### config.mk
export PLATFORM = sky130hd
export DESIGN_NAME = mem_arbiter_flat
export DESIGN_NICKNAME = d
export VERILOG_FILES = /design/src/rtl/mem_arbiter_if.sv /design/src/rtl/mem_arbiter.sv /design/src/flat_wrapper.sv
export SDC_FILE = /design/constraint.sdc
export NUM_CORES = 1
export LEC_CHECK = 0
export ABC_AREA = 1
export CAP_MARGIN = 10
export CORE_AREA = 3 3 119 121
export CTS_CLUSTER_DIAMETER = 40
export DETAILED_ROUTE_END_ITERATION = 6
export DIE_AREA = 0 0 122 124
export HOLD_SLACK_MARGIN = 0.1
export PLACE_DENSITY = 0.71
export SLEW_MARGIN = 20
export SYNTH_ARGS = -nofsm -noshare
export SYNTH_HDL_FRONTEND = slang
export SYNTH_SLANG_ARGS = --single-unit
### constraint.sdc
create_clock -name clk -period 2.4 [get_ports clk]
set_clock_uncertainty 0.1 [all_clocks]
set_input_delay 0.48 -clock clk [delete_from_list [all_inputs] [get_ports clk]]
set_output_delay 0.48 -clock clk [all_outputs]
set_load 0.01 [all_outputs]
### src/rtl/mem_arbiter_if.sv
// mem_arbiter_if: bundles the core and aux command/response channels and the shared
// memory port of mem_arbiter.
//   core_* / aux_* : command (req, we, addr, wdata, funct3), gnt pulse, read response
//   aux_lock       : aux asks for exclusive ownership across a multi-beat burst
//   mem_*          : single unified memory port (wren, addr, wdata, funct3 out; rdata in)
// Modports: slave = arbiter side, master = requesters + memory side.
interface mem_arbiter_if;
    localparam int unsigned XLEN = 32;
    localparam int unsigned F3_W = 3;

    logic            core_req;
    logic            core_we;
    logic [XLEN-1:0] core_addr;
    logic [XLEN-1:0] core_wdata;
    logic [F3_W-1:0] core_funct3;
    logic            core_gnt;
    logic            core_rvalid;
    logic [XLEN-1:0] core_rdata;

    logic            aux_req;
    logic            aux_we;
    logic [XLEN-1:0] aux_addr;
    logic [XLEN-1:0] aux_wdata;
    logic [F3_W-1:0] aux_funct3;
    logic            aux_lock;
    logic            aux_gnt;
    logic            aux_rvalid;
    logic [XLEN-1:0] aux_rdata;

    logic            mem_wren;
    logic [XLEN-1:0] mem_addr;
    logic [XLEN-1:0] mem_wdata;
    logic [F3_W-1:0] mem_funct3;
    logic [XLEN-1:0] mem_rdata;

    modport slave (
        input  core_req, core_we, core_addr, core_wdata, core_funct3,
        output core_gnt, core_rvalid, core_rdata,
        input  aux_req, aux_we, aux_addr, aux_wdata, aux_funct3, aux_lock,
        output aux_gnt, aux_rvalid, aux_rdata,
        output mem_wren, mem_addr, mem_wdata, mem_funct3,
        input  mem_rdata
    );

    modport master (
        output core_req, core_we, core_addr, core_wdata, core_funct3,
        input  core_gnt, core_rvalid, core_rdata,
        output aux_req, aux_we, aux_addr, aux_wdata, aux_funct3, aux_lock,
        input  aux_gnt, aux_rvalid, aux_rdata,
        input  mem_wren, mem_addr, mem_wdata, mem_funct3,
        output mem_rdata
    );
endinterface

### src/rtl/mem_arbiter.sv
// mem_arbiter: per-cycle arbiter sharing one unified instruction/data memory port between
// the core and an auxiliary requester (boot loader / debug DMA).
// Ports:
//   clk   : system clock
//   reset : asynchronous, active-high reset
//   bus   : mem_arbiter_if.slave (core/aux command + response channels, memory port)
// Grant and memory command are combinational on the current requests; read data is routed
// back to the issuing requester in the cycle after issue (clocked memory read latency).
module mem_arbiter #(
    parameter bit          AUX_PRIORITY = 1'b0,
    parameter int unsigned MAX_WAIT     = 8
) (
    input  logic          clk,
    input  logic          reset,
    mem_arbiter_if.slave  bus
);
    localparam int unsigned XLEN   = 32;
    localparam int unsigned WAIT_W = $clog2(MAX_WAIT + 1);

    typedef enum logic [1:0] {
        OWN_NONE = 2'd0,
        OWN_CORE = 2'd1,
        OWN_AUX  = 2'd2
    } owner_e;

    owner_e            winner_c;
    owner_e            last_winner_q, last_winner_d;
    owner_e            resp_owner_q, resp_owner_d;
    logic              lock_q, lock_d;
    logic [WAIT_W-1:0] wait_cnt_q, wait_cnt_d;
    logic [XLEN-1:0]   core_rdata_q, core_rdata_d;
    logic [XLEN-1:0]   aux_rdata_q, aux_rdata_d;
    logic              win_we_c;

    // Winner selection; nothing is granted while reset is asserted.
    always_comb begin
        winner_c = OWN_NONE;
        if (!reset) begin
            if (bus.core_req && bus.aux_req) begin
                if (lock_q) begin
                    winner_c = OWN_AUX;
                end else if (AUX_PRIORITY == 1'b0) begin
                    winner_c = (last_winner_q == OWN_AUX) ? OWN_CORE : OWN_AUX;
                end else begin
                    // Starvation guard: core wins once it has lost MAX_WAIT times in a row.
                    winner_c = (wait_cnt_q == WAIT_W'(MAX_WAIT)) ? OWN_CORE : OWN_AUX;
                end
            end else if (bus.core_req) begin
                winner_c = OWN_CORE;
            end else if (bus.aux_req) begin
                winner_c = OWN_AUX;
            end
        end
    end

    // Grant pulse and memory command mux.
    always_comb begin
        bus.core_gnt   = 1'b0;
        bus.aux_gnt    = 1'b0;
        bus.mem_wren   = 1'b0;
        bus.mem_addr   = '0;
        bus.mem_wdata  = '0;
        bus.mem_funct3 = 3'b010;
        win_we_c       = 1'b0;
        case (winner_c)
            OWN_CORE: begin
                bus.core_gnt   = 1'b1;
                win_we_c       = bus.core_we;
                bus.mem_wren   = bus.core_we;
                bus.mem_addr   = bus.core_addr;
                bus.mem_wdata  = bus.core_wdata;
                bus.mem_funct3 = bus.core_funct3;
            end
            OWN_AUX: begin
                bus.aux_gnt    = 1'b1;
                win_we_c       = bus.aux_we;
                bus.mem_wren   = bus.aux_we;
                bus.mem_addr   = bus.aux_addr;
                bus.mem_wdata  = bus.aux_wdata;
                bus.mem_funct3 = bus.aux_funct3;
            end
            default: ;
        endcase
    end

    // Read response routing: owner sees live memory data, the other holds its last value.
    always_comb begin
        bus.core_rvalid = (resp_owner_q == OWN_CORE);
        bus.aux_rvalid  = (resp_owner_q == OWN_AUX);
        core_rdata_d    = bus.core_rvalid ? bus.mem_rdata : core_rdata_q;
        aux_rdata_d     = bus.aux_rvalid  ? bus.mem_rdata : aux_rdata_q;
        bus.core_rdata  = core_rdata_d;
        bus.aux_rdata   = aux_rdata_d;
    end

    // Next-state for arbitration history, lock and starvation counter.
    always_comb begin
        last_winner_d = last_winner_q;
        resp_owner_d  = OWN_NONE;
        lock_d        = 1'b0;
        wait_cnt_d    = '0;
        if (winner_c != OWN_NONE) begin
            last_winner_d = winner_c;
            if (!win_we_c) begin
                resp_owner_d = winner_c;
            end
        end
        // Lock only survives while aux keeps being granted with aux_lock high.
        lock_d = (winner_c == OWN_AUX) && bus.aux_lock;
        if (bus.core_req && (winner_c != OWN_CORE)) begin
            wait_cnt_d = (wait_cnt_q == WAIT_W'(MAX_WAIT)) ? wait_cnt_q : wait_cnt_q + WAIT_W'(1);
        end
    end

    // State registers.
    always_ff @(posedge clk or posedge reset) begin
        if (reset) begin
            last_winner_q <= OWN_AUX;
            resp_owner_q  <= OWN_NONE;
            lock_q        <= 1'b0;
            wait_cnt_q    <= '0;
            core_rdata_q  <= '0;
            aux_rdata_q   <= '0;
        end else begin
            last_winner_q <= last_winner_d;
            resp_owner_q  <= resp_owner_d;
            lock_q        <= lock_d;
            wait_cnt_q    <= wait_cnt_d;
            core_rdata_q  <= core_rdata_d;
            aux_rdata_q   <= aux_rdata_d;
        end
    end
endmodule

### src/flat_wrapper.sv
// flat-port wrapper written by rule: the top's interface ports become plain ports
module mem_arbiter_flat 
#(
    parameter bit          AUX_PRIORITY = 1'b0,
    parameter int unsigned MAX_WAIT     = 8
)
  (clk, reset, bus_core_req, bus_core_we, bus_core_addr, bus_core_wdata, bus_core_funct3, bus_core_gnt, bus_core_rvalid, bus_core_rdata, bus_aux_req, bus_aux_we, bus_aux_addr, bus_aux_wdata, bus_aux_funct3, bus_aux_lock, bus_aux_gnt, bus_aux_rvalid, bus_aux_rdata, bus_mem_wren, bus_mem_addr, bus_mem_wdata, bus_mem_funct3, bus_mem_rdata);
  mem_arbiter_if bus_i ();
  input  logic clk;
  input  logic reset;
  input wire logic [$bits(bus_i.core_req)-1:0] bus_core_req;
  input wire logic [$bits(bus_i.core_we)-1:0] bus_core_we;
  input wire logic [$bits(bus_i.core_addr)-1:0] bus_core_addr;
  input wire logic [$bits(bus_i.core_wdata)-1:0] bus_core_wdata;
  input wire logic [$bits(bus_i.core_funct3)-1:0] bus_core_funct3;
  output wire logic [$bits(bus_i.core_gnt)-1:0] bus_core_gnt;
  output wire logic [$bits(bus_i.core_rvalid)-1:0] bus_core_rvalid;
  output wire logic [$bits(bus_i.core_rdata)-1:0] bus_core_rdata;
  input wire logic [$bits(bus_i.aux_req)-1:0] bus_aux_req;
  input wire logic [$bits(bus_i.aux_we)-1:0] bus_aux_we;
  input wire logic [$bits(bus_i.aux_addr)-1:0] bus_aux_addr;
  input wire logic [$bits(bus_i.aux_wdata)-1:0] bus_aux_wdata;
  input wire logic [$bits(bus_i.aux_funct3)-1:0] bus_aux_funct3;
  input wire logic [$bits(bus_i.aux_lock)-1:0] bus_aux_lock;
  output wire logic [$bits(bus_i.aux_gnt)-1:0] bus_aux_gnt;
  output wire logic [$bits(bus_i.aux_rvalid)-1:0] bus_aux_rvalid;
  output wire logic [$bits(bus_i.aux_rdata)-1:0] bus_aux_rdata;
  output wire logic [$bits(bus_i.mem_wren)-1:0] bus_mem_wren;
  output wire logic [$bits(bus_i.mem_addr)-1:0] bus_mem_addr;
  output wire logic [$bits(bus_i.mem_wdata)-1:0] bus_mem_wdata;
  output wire logic [$bits(bus_i.mem_funct3)-1:0] bus_mem_funct3;
  input wire logic [$bits(bus_i.mem_rdata)-1:0] bus_mem_rdata;
  assign bus_i.core_req = bus_core_req;
  assign bus_i.core_we = bus_core_we;
  assign bus_i.core_addr = bus_core_addr;
  assign bus_i.core_wdata = bus_core_wdata;
  assign bus_i.core_funct3 = bus_core_funct3;
  assign bus_core_gnt = bus_i.core_gnt;
  assign bus_core_rvalid = bus_i.core_rvalid;
  assign bus_core_rdata = bus_i.core_rdata;
  assign bus_i.aux_req = bus_aux_req;
  assign bus_i.aux_we = bus_aux_we;
  assign bus_i.aux_addr = bus_aux_addr;
  assign bus_i.aux_wdata = bus_aux_wdata;
  assign bus_i.aux_funct3 = bus_aux_funct3;
  assign bus_i.aux_lock = bus_aux_lock;
  assign bus_aux_gnt = bus_i.aux_gnt;
  assign bus_aux_rvalid = bus_i.aux_rvalid;
  assign bus_aux_rdata = bus_i.aux_rdata;
  assign bus_mem_wren = bus_i.mem_wren;
  assign bus_mem_addr = bus_i.mem_addr;
  assign bus_mem_wdata = bus_i.mem_wdata;
  assign bus_mem_funct3 = bus_i.mem_funct3;
  assign bus_i.mem_rdata = bus_mem_rdata;
  mem_arbiter #(.AUX_PRIORITY(AUX_PRIORITY), .MAX_WAIT(MAX_WAIT)) u_core (.clk(clk), .reset(reset), .bus(bus_i));
endmodule
==> images/met4.png <==
Bar = 20 microns.
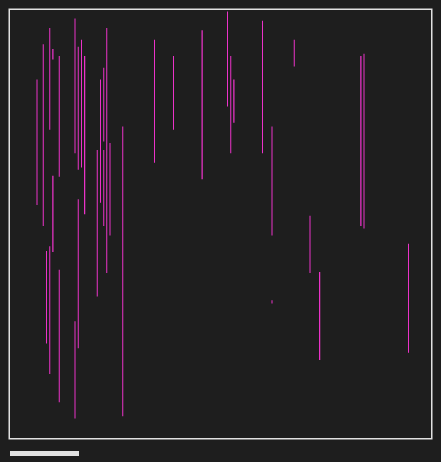
- longest straight run: 83.6 microns
- nets with wire on the layer: 34
- share of all routed wire: 6.1%

==> images/final_clocks.png <==
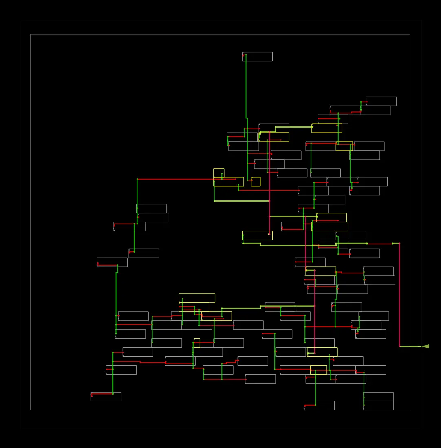
Clock buffer cells: 11
# clock sinks: 69
Worst-Skew Late Latency: 0.32 ns

==> images/clock_map.png <==
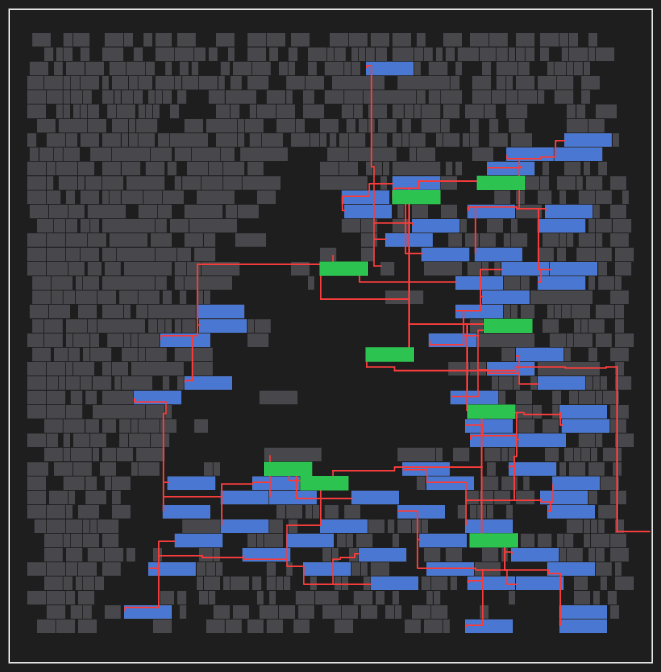
- clock wires: red (length 954 microns)
- cells driving clock nets: green (count 9)
- flip-flops: blue (count 69)
- routed clock nets: 10

==> images/drive_strength.png <==
Bar = 20 microns.
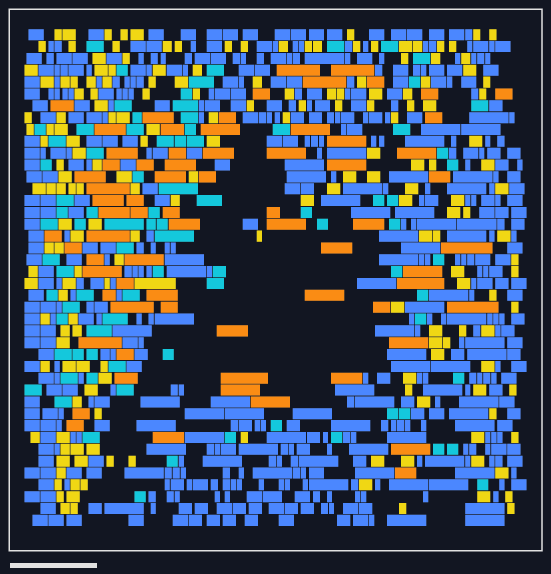
- drive 3 to 4: cyan (cells 85; share 9.8%)
- drive 2: yellow (cells 186; share 21%)
- drive 1 or less: blue (cells 529; share 61%)
- drive 6 and up: orange (cells 71; share 8.2%)

==> impl_metrics.env <==
# physical design summary
export IMPL_place_gp_congestion=0.886
export IMPL_vias=5042
export IMPL_async_reset_ff_share_pct=100
export IMPL_hp_class="input pin to async pin"
export IMPL_drt_wl_total_microns=20200
export IMPL_clk_share_pct=3.91
export IMPL_violations="negative setup slack"
export IMPL_layout_cells_non_filler=1048
export IMPL_finalSetupViolations=70
export IMPL_comb_area_share_pct=26.2
export IMPL_status="finished, violations left"
export IMPL_timing_final_ws_setup_ns=-0.458
export IMPL_grt_ovfl_total=0
export IMPL_reg2reg_to="u_core.resp_owner_q[0]"
export IMPL_die_height_microns=124
export IMPL_hold_worst_slack_ns=0.189
export IMPL_critPathRequiredTime_ns=1.82
export IMPL_htreeDepth=3
export IMPL_powerDensity_nw_per_um2=645
export IMPL_num_nets_final=1042
[sequential cells by signal, summed over array words and instances, names as in the netlist]
signal	cells
u_core.aux_rdata_q	32
u_core.core_rdata_q	32
u_core.last_winner_q	2
u_core.lock_q	1
u_core.resp_owner_q	2
[timing repair]
item | CTS | global route
setup endpoints to repair | 135 | 102
gates cloned | 10 | 6
resized | 467 | 158
setup buffers | 19 | 4
pin swaps | 26 | 30
[cell families after synthesis]
| kind of cell | share of synthesized area [%] |
|---|---|
| AOI/OAI and AO/OA | 20.0 |
| DFF | 46.2 |
| adders and majority gates | 1.00 |
| buffers and inverters | 10.5 |
| and+or+nand+nor | 22.3 |
